===== src/rtl/pl_stage_fifo.sv =====
// pl_stage_fifo: DEPTH-entry elastic pipeline-stage buffer with bubble output and saturating stall/flush counters
module pl_stage_fifo #(
  parameter int DATA_W = 32,
  parameter int DEPTH = 2,
  parameter logic [DATA_W-1:0] NOP_WORD = {DATA_W{1'b0}},
  parameter int CNT_W = 16,
  localparam int PTR_W = DEPTH > 1 ? $clog2(DEPTH) : 1,
  localparam int CW = $clog2(DEPTH+1)
) (
  input  logic              clk,
  input  logic              rst_n,
  input  logic              flush,
  input  logic              in_valid,
  output logic              in_ready,
  input  logic [DATA_W-1:0] in_data,
  output logic              out_valid,
  input  logic              out_ready,
  output logic [DATA_W-1:0] out_data,
  output logic [CW-1:0]     count,
  output logic [CNT_W-1:0]  stall_cnt,
  output logic [CNT_W-1:0]  flush_cnt
);
  localparam logic [CNT_W-1:0] CMAX = '1;
  logic [DATA_W-1:0] mem [DEPTH];
  logic [PTR_W-1:0] rd_ptr, wr_ptr;
  logic push, pop;
  function automatic logic [PTR_W-1:0] nxt(input logic [PTR_W-1:0] p);
    return p == PTR_W'(DEPTH-1) ? '0 : p + 1'b1;
  endfunction
  // in_ready looks only at count, so a full buffer never accepts even when being drained
  assign in_ready = count != CW'(DEPTH);
  assign out_valid = count != '0;
  assign push = in_valid && in_ready;
  assign pop = out_valid && out_ready;
  assign out_data = out_valid ? mem[rd_ptr] : NOP_WORD;
  always_ff @(posedge clk) begin
    if (!rst_n || flush) begin
      rd_ptr <= '0;
      wr_ptr <= '0;
      count <= '0;
    end else begin
      if (push) wr_ptr <= nxt(wr_ptr);
      if (pop) rd_ptr <= nxt(rd_ptr);
      count <= count + CW'(push) - CW'(pop);
    end
  end
  always_ff @(posedge clk)
    if (push && !flush) mem[wr_ptr] <= in_data;
  always_ff @(posedge clk) begin
    if (!rst_n) begin
      stall_cnt <= '0;
      flush_cnt <= '0;
    end else begin
      if (out_valid && !out_ready && !flush && stall_cnt != CMAX) stall_cnt <= stall_cnt + 1'b1;
      if (flush && (out_valid || in_valid) && flush_cnt != CMAX) flush_cnt <= flush_cnt + 1'b1;
    end
  end
endmodule

===== config.mk =====
export PLATFORM = sky130hd
export DESIGN_NAME = pl_stage_fifo
export DESIGN_NICKNAME = d
export VERILOG_FILES = /design/src/rtl/pl_stage_fifo.sv
export SDC_FILE = /design/constraint.sdc
export NUM_CORES = 1
export LEC_CHECK = 0
export ABC_AREA = 1
export CORE_MARGIN = 4
export CORE_UTILIZATION = 50
export DETAILED_ROUTE_END_ITERATION = 10
export PLACE_DENSITY = 0.8
export SETUP_SLACK_MARGIN = 0.2
export SYNTH_ARGS = -nofsm -noshare
export SYNTH_HDL_FRONTEND = slang
export SYNTH_SLANG_ARGS = --single-unit

===== constraint.sdc =====
create_clock -name clk -period 5 [get_ports clk]
set_clock_uncertainty 0.1 [all_clocks]
set_input_delay 1.5 -clock clk [delete_from_list [all_inputs] [get_ports clk]]
set_output_delay 1.5 -clock clk [all_outputs]
set_load 0.02 [all_outputs]

Fig. 1: run 1, clock routing
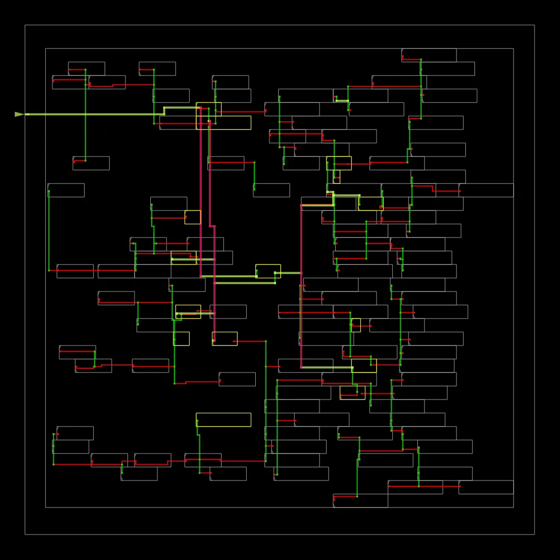
clock network power: 0.547 mW
Flops: 101
clock sink total: 101

Fig. 2: run 1, routed metal, one color a layer
Scale: 4 px per um.
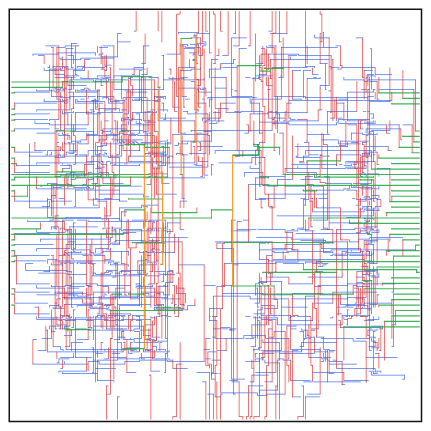
Orange is M4, wire length 223 um. Blue is M1, wire length 4190 um. Green is M3, wire length 896 um. Red is M2, wire length 4820 um.
via count: 3666
GRT Total Usage: 19.8%
final wirelength: 10100 um
wire per inst: 14.3 um

==> run summary, run 1 <==
Notes on the physical implementation.

- Yosys mapped the design onto 26 distinct sky130hd cell types.
- The timing report gives the clock slew at the launch and capture registers of the worst setup and hold paths as around 0.090 ns.
- Per the layout report, the design carries ~680 filler cells.
- The share of synthesized area in the top cell type comes to about 43%.
- According to the floorplan report, the placeable core area is about 0.0087 mm2.
- The detailed router used layers up to and including met4.
- In the final routing, the length of wire on met1 measures between 4000 and 5000 um.
- After layout, the worst path uses 83.6% of the clock period.
- Registers are responsible for 55.4% of the overall power.
- The plain and repair buffers instantiated in the layout total ~110.
- The portion of the layout cell area used by clock cells is 3.60%, for reference.
- Summing the areas of all and, or, nand and nor instances in the mapped netlist gives about 26% of the synthesized area.
- The analysis attributes to net switching a power of approximately 0.39 mW.
- The number of setup buffers added after CTS is 0, for reference.
- In the final report, the number of hold violations comes to 0.
- The via count of the first global-routing pass is 3531.
- Walking the critical path from launch to capture passes 5 cell instances.
- The path type of the worst setup path is reg -> out, for reference.
- The global placement routability congestion is approximately 0.85, for reference.
- Across the whole layout, storage elements make up 45.6% of the cell area.
- The wire length of the first global-routing pass is 16500 um, for reference.
- The register with the most flip-flops in the layout has ~64 of them.
- Sequential cells were found to cover around 59% of the synthesized design area.
- The number of multi-input combinational cells is 346, for reference.
- The longest individual stage delay on the worst path is about 0.72 ns, for reference.
- On met1, the global router reports a usage of 25.5%.
- The flow ran to the end, and the final reports show no timing, DRC or antenna violations.
- The fraction of registers with async set/reset is 0%, for reference.
- The tightest hold path in the finished design has a slack of around 0.37 ns.
- The pin count of the biggest net entering global routing is 36, for reference.
- The number of rows created at floorplan is 34, for reference.
- The buffering overhead is a little under a fifth, for reference.
- The post-synthesis net count is 532, for reference.
- The depth of the worst register-to-register path is 7, for reference.
- The cell count in the Yosys report is a little under 500, for reference.
- The end-of-flow timing check tallies setup violations at 0.
- Counting flops with a built-in enable in the synthesized netlist gives approximately 64.
- The worst hold path stage count is 1, for reference.
- Leaving out fill and tap cells, the most frequent cell in the layout is sky130_fd_sc_hd__nand2_1.
- In the final timing run, aggregate negative setup slack is 0 ns.
- Of the cells placed in the final design, the portion with a size suffix greater than 1 is 7.33%.
- The chip area line in the Yosys stat output reads around 0.0045 mm2.
- For reference, full adder, half adder and majority cells occupy 1.12% of the area reported after synthesis.
- Ranked by flip-flop count, first place goes to mem.
- STA on the placed design reports a worst setup slack of roughly 1.2 ns.
- The most common logic cells in the final layout are 142 x sky130_fd_sc_hd__nand2_1, 104 x sky130_fd_sc_hd__clkdlybuf4s50_1, 64 x sky130_fd_sc_hd__edfxtp_1.
- The detail route stage leaves a number of antenna-violating nets equal to 0.
- The number of top-level pins is 105, for reference.
- The startpoint of the worst-slack reg-to-reg timing path is count[1], for reference.
- In the floorplan report the effective utilization is about half.
- In this run, post-CTS hold repair placed 0 buffers.
- The number of placed instances, taps included, is 693.
- After synthesis, the largest family of logic cells by area is simple AND/OR/NAND/NOR gates.
- The CTS report gives the tree buffer count as 9.
- For the worst min-delay path, the startpoint reported by OpenROAD is rd_ptr.
- After routing the design area is slightly below 0.006 mm2.
- The number of antenna violations at the first check in global routing is 0, for reference.
- The combinational power reported by the tool is 0.200 mW.
- STA reports the tightest min-delay check as being of type reg -> reg.
- The switching part of the total is a little under a quarter, for reference.
- Summed over all nets, wire length on met2 after detailed routing comes to approximately 4800 um.
- The die extent in x is between 100 and 150 um, for reference.
- The total power after layout is between 1.5 and 2 mW, for reference.
- The critical path required time is around 3.4 ns, for reference.
- Clock buffers in the final layout number 10.
- The maximum count of clock buffers along a single path is 2, for reference.
- The combined area of the multi-input logic cells is about 0.0016 mm2, for reference.
- The area used by sequential logic in the layout is around 0.0027 mm2, for reference.
- For reference, the final report shows the max-slew violation count at 0.
- Among all stages on the critical path, the largest delay is contributed by sky130_fd_sc_hd__inv_1.
- Measured along the y axis, the die boundary spans roughly 100 um.
- The worst setup path is launched from a register.
- The Yosys step of the flow raised 0 warnings.
- CTS placed an instance of sky130_fd_sc_hd__clkbuf_8 at the clock tree root.
- The maximum achievable frequency is 0.239 GHz, for reference.
- The largest voltage drop on the vdd net is approximately 0.15 mV, for reference.
- The most common cell in the synthesized netlist is sky130_fd_sc_hd__nand2_1.
- TritonCTS built the clock tree.
- The leakage power is between 2 and 2.5 nW, for reference.
- After the flow finishes, the layout carries non-filler instances totaling roughly 710.
- The tightest slew margin relative to the limit is between 30% and 40%, for reference.
- According to the report, the first pass of detailed routing completed in 5 iterations.
- By area, flip-flops and latches come first.
- Of the total standard cell area in the layout, the multi-input combinational portion is 28.2%.
- The reg-to-reg setup timing slack is between 2 and 3 ns, for reference.
- The commonest register cell after synthesis is sky130_fd_sc_hd__edfxtp_1, for reference.
- The number of nets in the final layout is 637, for reference.
- Per the synthesis report, the XOR/XNOR share of the synthesized area is 1.76%.
- STA puts the critical path data arrival time at 2.58 ns.
- Across all setup checks in the final design, the least slack found is ~0.82 ns.
- The areal power density over the cells is around 290 mW/mm2, for reference.
- The H-tree generated during clock tree synthesis spans 3 levels.
- Multiplexer cells account for 0% of the synthesized area.
- The worst min-delay path endpoint is rd_ptr, for reference.
- The commonest cells after synthesis are 142 x sky130_fd_sc_hd__nand2_1, 64 x sky130_fd_sc_hd__edfxtp_1, 63 x sky130_fd_sc_hd__nor2_1.
- The fraction of the mapped netlist area in compound gates is ~8.0%, for reference.
- In this run the critical register-to-register path is captured at count[1].
- The transition time recorded at the tightest slew-check pin is 0.927 ns.
- STA classifies the critical path endpoint as an output pin.
- Cells fill 66.9% of the core in the end.
- After synthesis, the cell types taking the most area are sky130_fd_sc_hd__edfxtp_1 43%, sky130_fd_sc_hd__dfxtp_1 17%, sky130_fd_sc_hd__nand2_1 12%.
- The number of buffer and inverter stages on the critical path is 3, for reference.
- The detailed router's first-iteration violation count is 104, for reference.
- The most congested layer reported by global routing is met2, for reference.
- Compared with the post-synthesis result, the final layout area differs by 30.3%.
- The routed via count divided by cell count is 5.18, for reference.
- The worst setup path endpoint is out_data[9], for reference.
- The half-perimeter wire length after detailed placement is 7190 um, for reference.
- The global routing usage on met2 is 32.6%, for reference.
- Of all nets on the critical path, the largest fanout is 33.
- The design received a total of approximately 110 well taps at floorplan.
- The instance area at placement is ~0.0056 mm2, for reference.
- Combinational logic is responsible for between 10% and 20% of the overall power.
- The number of inverters outside the clock class in the layout is 30, for reference.
- In this run the critical path is formed by buf_4, inv_1, nand2_1, a21oi_1, clkdlybuf4s50_1.
- The cell area after synthesis is ~0.0045 mm2, for reference.
- The placement report lists the number of port buffers as about 100.
- The cell-internal power is around 1.3 mW, for reference.
- The number of warnings the tools reported is 26, for reference.
- The routed length on met3 is 896 um, for reference.
- Per STA, the worst path accumulates the most delay in the family buffers and inverters.
- The overall overflow remaining after global route is 0, for reference.
- The routed layout reports a DRC error count of 0.
- The part of the power in the clock network is between 30% and 40%, for reference.
- Synthesis inferred 101 register bits.
- The shortest period the worst path allows is between 4 and 5 ns, for reference.
- The sequential power is just over 0.9 mW, for reference.
- The chip area is around 0.011 mm2, for reference.
- The registers reported with the highest flop counts are mem: 64 flops, flush_cnt: 16 flops, stall_cnt: 16 flops.
Fig. 3: run 1, metal 3
Scale: 3 px per um. Cells faint in the background.
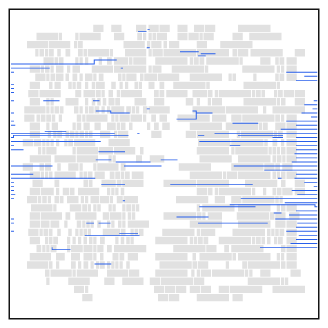
The wires run mostly horizontal. 87 nets have wire on it. The layer holds 8.9% of the routed length.
M3 GR Usage: 4.74%

==> run 2, diff against run 1 <==
Clock period 5 ns to 4.35 ns, I/O delays scaled along.
Fig. 4: run 2, floorplan with the power grid
Scale: 4 px per um. Pins as bars on the die edge. Tap cells in gray.
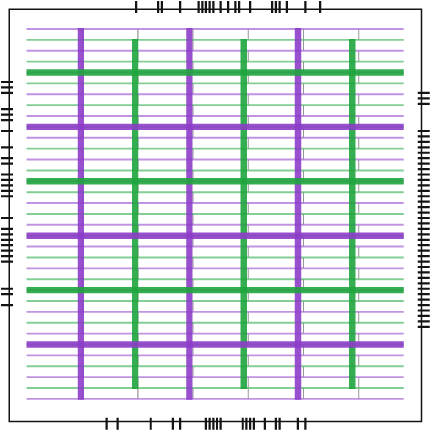
Green is VDD. Purple is VSS.
35 met1 rails follow the rows. 6 straps on met5. 108 tap cells. The core has 34 rows. 6 straps on met4.
die height: 103 um
Max VDD drop: 0.205 mV
Die X-Extent: 103 um

Fig. 5: run 2, routed metal, one color a layer
Scale: 4 px per um.
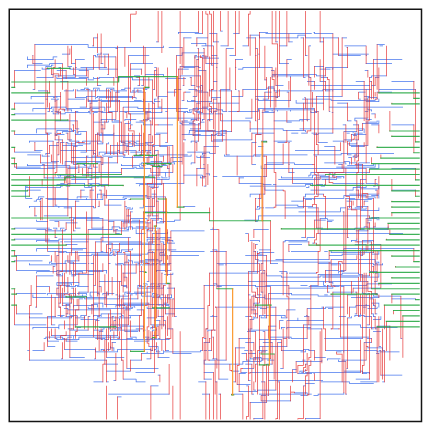
wire per inst: 14.2 um
GRT Total Usage: 19.8%

==> run 2 against run 1 <==
Total power is 11% higher; non-clock buffer count rose by 2; clock-buffer cell count did not move; flip-flop count unchanged; design area down 0.19%; sequential share of layout area increased by 0.088 points; sequential power up about 20%; die size unchanged; worst setup slack worse by 0.018 ns; largest power group unchanged; highest routed layer unchanged.
==> run summary, run 2 <==
Notes on the physical implementation.

- The switching part of the total was 25.9% (was 23.4%).
- The cell count after placement is 695 (was 693), for reference.
- The leakage power is 2.10 nW (was 2.11 nW).
- The routing usage on met3 is 4.19% (was 4.74%), for reference.
- The proportion of layout cells with a drive suffix above 1 is 7.79% (was 7.33%), for reference.
- The count of TritonRoute iterations in the first routing pass is 4 (was 5), for reference.
- The shortest period the worst path allows is between 3 and 4 ns, for reference.
- The largest cell class by area is flip-flops and latches (unchanged).
- The fraction of the mapped netlist area in compound gates is 7.96% (unchanged), for reference.
- The number of warnings the tools reported is 27 (was 26), for reference.
- The share of the synthesized netlist area taken by xor and xnor gates is 1.76% (unchanged).
- The area fraction in full adders, half adders and majority gates is 1.12% (unchanged), for reference.
- The portion of the post-synthesis area used by sequential elements is 59.4% (unchanged).
- The uppermost metal layer occupied by signal nets was met4 (unchanged).
- The count of unresolved DRC violations after routing is 0 (unchanged), for reference.
- The core utilization of the finished layout is 66.8% (was 66.9%), for reference.
- The remaining antenna violation count is 0 (unchanged), for reference.
- The cell count in the Yosys report is 491 (unchanged), for reference.
- The number of well taps is 108 (unchanged), for reference.
- Status: finished, final reports clean (unchanged).
- Largest registers ranked by flip-flop count: mem: 64 flops, flush_cnt: 16 flops, stall_cnt: 16 flops (unchanged).
- The number of buffers outside the clock class in the layout is 110 (was 108), for reference.
- The depth of the worst register-to-register path is 8 (was 7).
- The share of synthesized area spent on multiplexers is 0% (unchanged).
- The overall overflow remaining after global route was 0 (unchanged).
- The number of setup buffers added after CTS came to 0 (unchanged).
- The reg-to-reg setup timing slack is 1.95 ns (was 2.61 ns), for reference.
- The number of sequential cells came to 101 (unchanged).
- The hold buffer count at CTS is 0 (unchanged), for reference.
- The fill cell instance count of the final layout was 700 (was 675).
- The count of input and output buffers is 104 (unchanged), for reference.
- The detailed router's first-iteration violation count is 126 (was 104), for reference.
- The post-synthesis net count was 532 (unchanged).
- Most used cells in the layout excluding fill and tap cells: 142 x sky130_fd_sc_hd__nand2_1, 104 x sky130_fd_sc_hd__clkdlybuf4s50_1, 64 x sky130_fd_sc_hd__edfxtp_1 (unchanged).
- The critical path required time is 2.94 ns (was 3.40 ns), for reference.
- The final-report max-slew violation count is 0 (unchanged), for reference.
- The dominant non-sequential cell family after synthesis is simple AND/OR/NAND/NOR gates (unchanged), for reference.
- Ranking of synthesized cells by area: sky130_fd_sc_hd__edfxtp_1 43%, sky130_fd_sc_hd__dfxtp_1 17%, sky130_fd_sc_hd__nand2_1 12% (unchanged).
- The number of buffer and inverter stages on the critical path is 3 (unchanged).
- The launching element type of the critical path is a register (unchanged), for reference.
- The detailed-route wire length on metal 1 was 4310 um (was 4190 um).
- The relative contribution of sequential cells to total power was 57.6% (was 55.4%).
- The maximum fanout along the worst path is 20 (was 33), for reference.
- The cell-internal power is 1.37 mW (was 1.28 mW), for reference.
- The post-layout worst setup margin is 0.802 ns (was 0.819 ns).
- The TritonCTS clock tree is built (unchanged), for reference.
- The path type of the worst setup path is reg -> out (unchanged), for reference.
- The global placement routability congestion is 0.851 (was 0.849), for reference.
- The number of inverters outside the clock class in the layout is 30 (unchanged).
- The cell area after synthesis was 0.00448 mm2 (unchanged).
- The simple-gate share of the synthesized area is 25.7% (unchanged), for reference.
- The chip area is 0.0105 mm2 (unchanged), for reference.
- The number of failing setup endpoints in the final timing report is 0 (unchanged).
- The most frequent cell after synthesis is sky130_fd_sc_hd__nand2_1 (unchanged), for reference.
- The pre-CTS setup slack came to 1.15 ns (was 1.19 ns).
- The instance area at placement is 0.00564 mm2 (was 0.00563 mm2).
- The number of distinct library cell variants in the gate-level netlist after synthesis is 26 (unchanged), for reference.
- The maximum count of clock buffers along a single path is 2 (unchanged), for reference.
- The final instance area was 0.00583 mm2 (was 0.00584 mm2).
- The worst-margin pin slew is 0.722 ns (was 0.927 ns), for reference.
- The synthesis warning total is 0 (unchanged).
- The worst hold-check path type is reg -> reg (unchanged).
- The routed length on met3 came to 727 um (was 896 um).
- The capture point of the worst reg-to-reg path was count[1] (unchanged).
- The combinational power was 0.231 mW (was 0.200 mW).
- The total power after layout came to 1.85 mW (was 1.68 mW).
- The part of the power in the clock network is 30.0% (was 32.7%), for reference.
- The number of multi-input combinational cells is 346 (unchanged), for reference.
- The areal power density over the cells was 318 mW/mm2 (was 287 mW/mm2).
- The fraction of registers with async set/reset is 0% (unchanged), for reference.
- The multi-input gate share of total cell area is 28.3% (was 28.2%), for reference.
- Top cell types by occurrence after synthesis: 142 x sky130_fd_sc_hd__nand2_1, 64 x sky130_fd_sc_hd__edfxtp_1, 63 x sky130_fd_sc_hd__nor2_1 (unchanged).
- The net load switching power is 0.481 mW (was 0.392 mW).
- The most congested layer reported by global routing is met2 (unchanged), for reference.
- The standard cell core area was 0.00872 mm2 (unchanged).
- The root buffer cell is sky130_fd_sc_hd__clkbuf_8 (unchanged), for reference.
- The portion of the layout cell area used by clock cells came to 3.16% (was 3.60%).
- The wire length on met2 is 4880 um (was 4820 um), for reference.
Fig. 6: run 2, clock routing
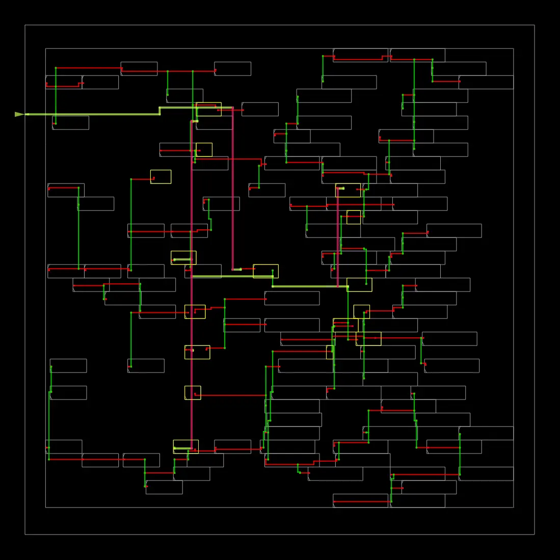
Clock buffer cells: 10
clock network power: 0.556 mW
number of clock buffers inserted by TritonCTS: 9
clk latency late pin: 0.36 ns

Power and IR drop assume default switching activity.
